**Run 1: met3 routing**

Drawn at 4 px/um.
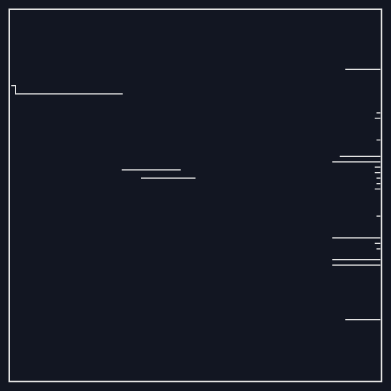
**Run 1: metal layers overlaid**

Drawn at 3 px/um.
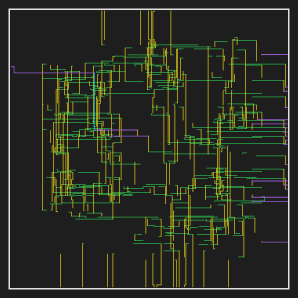
**Run 1: gate families picked out**

Drawn at 3 px/um.
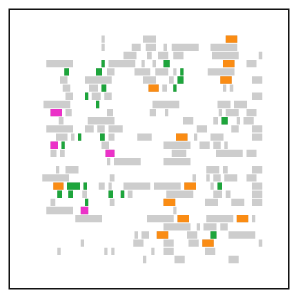
==> src/rtl/stoch_pkg.sv <==
// Shared types and sizing helpers for the stochastic stream generator.
// Pure declarations: no logic, no latency, no flow control.
package stoch_pkg;

   typedef enum logic [1:0] {
      IDLE    = 2'd0,
      RESTART = 2'd1,
      RUN     = 2'd2,
      DONE    = 2'd3
   } stoch_state_e;

   localparam int STOCH_WIDTH = 10;

   // One stream covers every state of a full-period (added-zero) LFSR.
   function automatic int STREAM_LEN(input int width);
      return 1 << width;
   endfunction

endpackage

==> src/rtl/stoch_ones_counter.sv <==
// Counts ones in a stochastic stream; capture snapshots the count including the same-cycle increment.
// One-cycle latency from inc/capture to result; no backpressure, result holds until the next capture.
module stoch_ones_counter #(
   parameter int WIDTH = 10
) (
   input  logic             clk,
   input  logic             reset,
   input  logic             clear,
   input  logic             inc,
   input  logic             capture,
   output logic [WIDTH-1:0] result
);

   logic [WIDTH-1:0] count;

   always_ff @(posedge clk or posedge reset) begin
      if (reset) begin
         count  <= '0;
         result <= '0;
      end else begin
         if (clear)
            count <= '0;
         else if (inc)
            count <= count + WIDTH'(1);
         // Final bit arrives on the capture edge, so fold it in here.
         if (capture)
            result <= count + WIDTH'(inc);
      end
   end

endmodule

==> src/rtl/stoch_stream_gen.sv <==
// Stochastic stream controller driving a full-period LFSR; bit = (lfsr_data < operand), one cycle of latency.
// No backpressure: a run streams 2^WIDTH bits back to back. STOCH_COUNT_EN adds the ones counter behind result.
module stoch_stream_gen
   import stoch_pkg::*;
#(
   parameter int WIDTH = STOCH_WIDTH
) (
   input  logic             clk,
   input  logic             reset,
   input  logic             start,
   input  logic             abort,
   input  logic [WIDTH-1:0] x_bin,
   input  logic [WIDTH-1:0] lfsr_data,
   output logic             lfsr_restart,
   output logic             lfsr_enable,
   output logic             busy,
   output logic             stream_bit,
   output logic             stream_valid,
   output logic             done,
   output logic [WIDTH-1:0] result
);

   localparam logic [WIDTH-1:0] LAST_CYC = WIDTH'(STREAM_LEN(WIDTH) - 1);

   stoch_state_e     state;
   logic [WIDTH-1:0] cyc;
   logic [WIDTH-1:0] x_reg;

   logic accept;
   logic run_step;
   logic last;
   logic cmp;

   assign accept   = (state == IDLE) && start;
   // A RUN cycle only contributes a bit if it is not being cancelled.
   assign run_step = (state == RUN) && !abort;
   assign last     = (cyc == LAST_CYC);
   assign cmp      = (lfsr_data < x_reg);

   always_ff @(posedge clk or posedge reset) begin
      if (reset) begin
         state        <= IDLE;
         cyc          <= '0;
         x_reg        <= '0;
         stream_bit   <= 1'b0;
         stream_valid <= 1'b0;
         done         <= 1'b0;
      end else begin
         stream_valid <= run_step;
         stream_bit   <= run_step && cmp;
         done         <= run_step && last;

         case (state)
            IDLE: begin
               if (start) begin
                  x_reg <= x_bin;
                  state <= RESTART;
               end
            end
            RESTART: begin
               cyc <= '0;
               if (abort)
                  state <= IDLE;
               else
                  state <= RUN;
            end
            RUN: begin
               cyc <= cyc + WIDTH'(1);
               if (abort)
                  state <= IDLE;
               else if (last)
                  state <= DONE;
            end
            DONE: begin
               state <= IDLE;
            end
            default: begin
               state <= IDLE;
            end
         endcase
      end
   end

   // The LFSR samples these on the same edge the FSM advances, so they come straight from state.
   assign lfsr_restart = (state == RESTART);
   assign lfsr_enable  = (state == RUN);
   assign busy         = (state == RESTART) || (state == RUN);

`ifdef STOCH_COUNT_EN
   stoch_ones_counter #(
      .WIDTH (WIDTH)
   ) u_ones (
      .clk     (clk),
      .reset   (reset),
      .clear   (accept),
      .inc     (run_step && cmp),
      .capture (run_step && last),
      .result  (result)
   );
`else
   logic unused_accept;
   assign unused_accept = accept;
   assign result        = '0;
`endif

endmodule

==> config.mk <==
export PLATFORM = sky130hd
export DESIGN_NAME = stoch_stream_gen
export DESIGN_NICKNAME = d
export VERILOG_FILES = /design/src/rtl/stoch_pkg.sv /design/src/rtl/stoch_ones_counter.sv /design/src/rtl/stoch_stream_gen.sv
export SDC_FILE = /design/constraint.sdc
export NUM_CORES = 1
export LEC_CHECK = 0
export CELL_PAD_IN_SITES_DETAIL_PLACEMENT = 1
export CELL_PAD_IN_SITES_GLOBAL_PLACEMENT = 2
export CORE_MARGIN = 8
export CORE_UTILIZATION = 25
export CTS_CLUSTER_DIAMETER = 50
export DETAILED_ROUTE_END_ITERATION = 6
export PLACE_DENSITY_LB_ADDON = 0.1
export SLEW_MARGIN = 25
export SYNTH_ARGS = -nofsm -noshare
export SYNTH_HDL_FRONTEND = slang
export SYNTH_SLANG_ARGS = --single-unit
==> constraint.sdc <==
create_clock -name clk -period 2.2 [get_ports clk]
set_input_delay 0.55 -clock clk [delete_from_list [all_inputs] [get_ports clk]]
set_output_delay 0.55 -clock clk [all_outputs]
set_load 0.01 [all_outputs]
==> summary.txt, run 1 <==
Implementation summary

The cell count after synthesis is approximately 150. The number of post-CTS setup repair buffers is 0. The area of the multi-input gates is 726.9 sq um.

The number of global-route vias before repair is ~1200. The total negative setup slack is 0 ns. The total die size is 8591 sq um. The fraction of final layout cells with drive strength greater than 1 is a little under an eighth.

After layout, the clock buffer instance count stands at 3. The power drawn by the combinational cells is 0.781 mW. The aggregate global routing overflow is 0. The clock transition at the registers of the reported paths is 0.10 ns. The final wirelength is roughly 3500 um. The highest achievable clock rate is 488.5 MHz. The end of the critical path is lfsr_restart. The count of endpoints failing hold in the final timing report is 0. The first-pass iteration count of the detailed router is 2.

Detailed placement reports a standard cell area of 1821 sq um. STA classifies the critical path endpoint as a primary output. The initial antenna violation count is 0.

Looking at area per cell type in the netlist, the leader is dfrtp_1. The final cell area excluding filler cells is 1873 sq um. The number of non-clock buffers is 32. In this run the number of H-tree levels came out at 1. Across the placement rows, the number of tap cells is 75. Per the breakdown, switching nets consume 36.77% of all power.

The number of warnings the tools reported is 29. The path type of the worst min-delay path is reg -> reg. The largest share of the power goes to combinational logic.

The register area is roughly 630 sq um. The die outline width is 92.69 um. The worst min-delay path endpoint is x_reg[4]. The flow ran to the end, and the final reports show no timing, DRC or antenna violations. The share of the core filled with cells is 32.21%.

In the power breakdown, the internal column shows 1.088 mW. Data arrives at the worst endpoint at ~1.5 ns. The end of the worst register-to-register path is cyc[9]. After synthesis, the largest family of logic cells by area is simple AND/OR/NAND/NOR gates. By area the synthesized netlist is led by dfrtp_1 (43%), ha_1 (12%), mux2_2 (7.7%). The clock latency on the worst-skew pair is approximately 0.27 ns. Setup repair after global routing left no endpoint under its margin.

The number of buffers and inverters on the critical path is 2. The post-synthesis share of cell area spent on and-or and or-and gates is 9.957%.
Back to the opening pictures, 'met3 routing':
- nets with wire on the layer: 20
- wire length on this layer: 141 um
- share of all routed wire: 4.0%
- longest straight run: 26.7 um
- main direction: horizontal

Back to the opening pictures, 'metal layers overlaid':
- met1: green (wire length 1590 um)
- met4: cyan (wire length 19.0 um)
- met3: purple (wire length 141 um)
- met2: yellow (wire length 1770 um)
per-cell routed wire length: 13.90 um
total routing resource utilization after global routing: 8.701%

Back to the opening pictures, 'gate families picked out':
- multiplexers: orange (cells 12)
- AND-OR and OR-AND gates: magenta (cells 4; where middle left)
- NAND gates: green (cells 23)
fraction of standard cell area in multi-input logic: 38.81%
most instantiated logic cell after routing: clkdlybuf4s50_1
count of non-filler cells in the finished layout: 253

==> run 1 -> run 2 <==
- CAP_MARGIN: not set -> 20
**Run 2: met3 routing**

Drawn at 4 px/um.
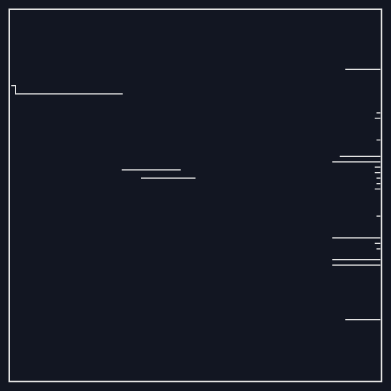
- nets with wire on the layer: 20
- wire length on this layer: 141 um
- share of all routed wire: 4.0%
- longest straight run: 26.7 um
- main direction: horizontal
met3 usage: 2.589%
Routed Wire Length: 3517 um
vias after detailed routing: 1115

==> summary.txt, run 2 <==
Implementation summary

Run status: completed (unchanged). The total negative setup slack is 0 ns (unchanged). The share of cell area taken by multi-input logic gates was 38.81% (unchanged). The top logic cell family in the synthesized netlist is simple AND/OR/NAND/NOR gates (unchanged). The die outline width came to 92.69 um (unchanged).

The total die size is 8591 sq um (unchanged). The switching power as a share of total power is 36.77% (unchanged). The number of warnings the tools reported is 29 (unchanged). The number of post-CTS setup repair buffers is 0 (unchanged).

Biggest area cells: dfrtp_1 (43%), ha_1 (12%), mux2_2 (7.7%) (unchanged). The area of the multi-input gates is 726.9 sq um (unchanged). The end of the critical path was lfsr_restart (unchanged). The final cell area excluding filler cells is 1873 sq um (unchanged). The register area is 625.6 sq um (unchanged). The first-pass iteration count of the detailed router is 2 (unchanged). The dominant cell type by area after synthesis was dfrtp_1 (unchanged). The worst min-delay path endpoint is x_reg[4] (unchanged). The clock latency on the worst-skew pair came to 0.27 ns (about the same). Unrepaired setup endpoints after global routing: no (unchanged).

The post-synthesis share of cell area spent on and-or and or-and gates is 9.957% (unchanged). The power drawn by the combinational cells is 0.781 mW (about the same). The H-tree depth is 1 (unchanged).
Power figures rest on the tool's default switching activity, not on a simulated workload.
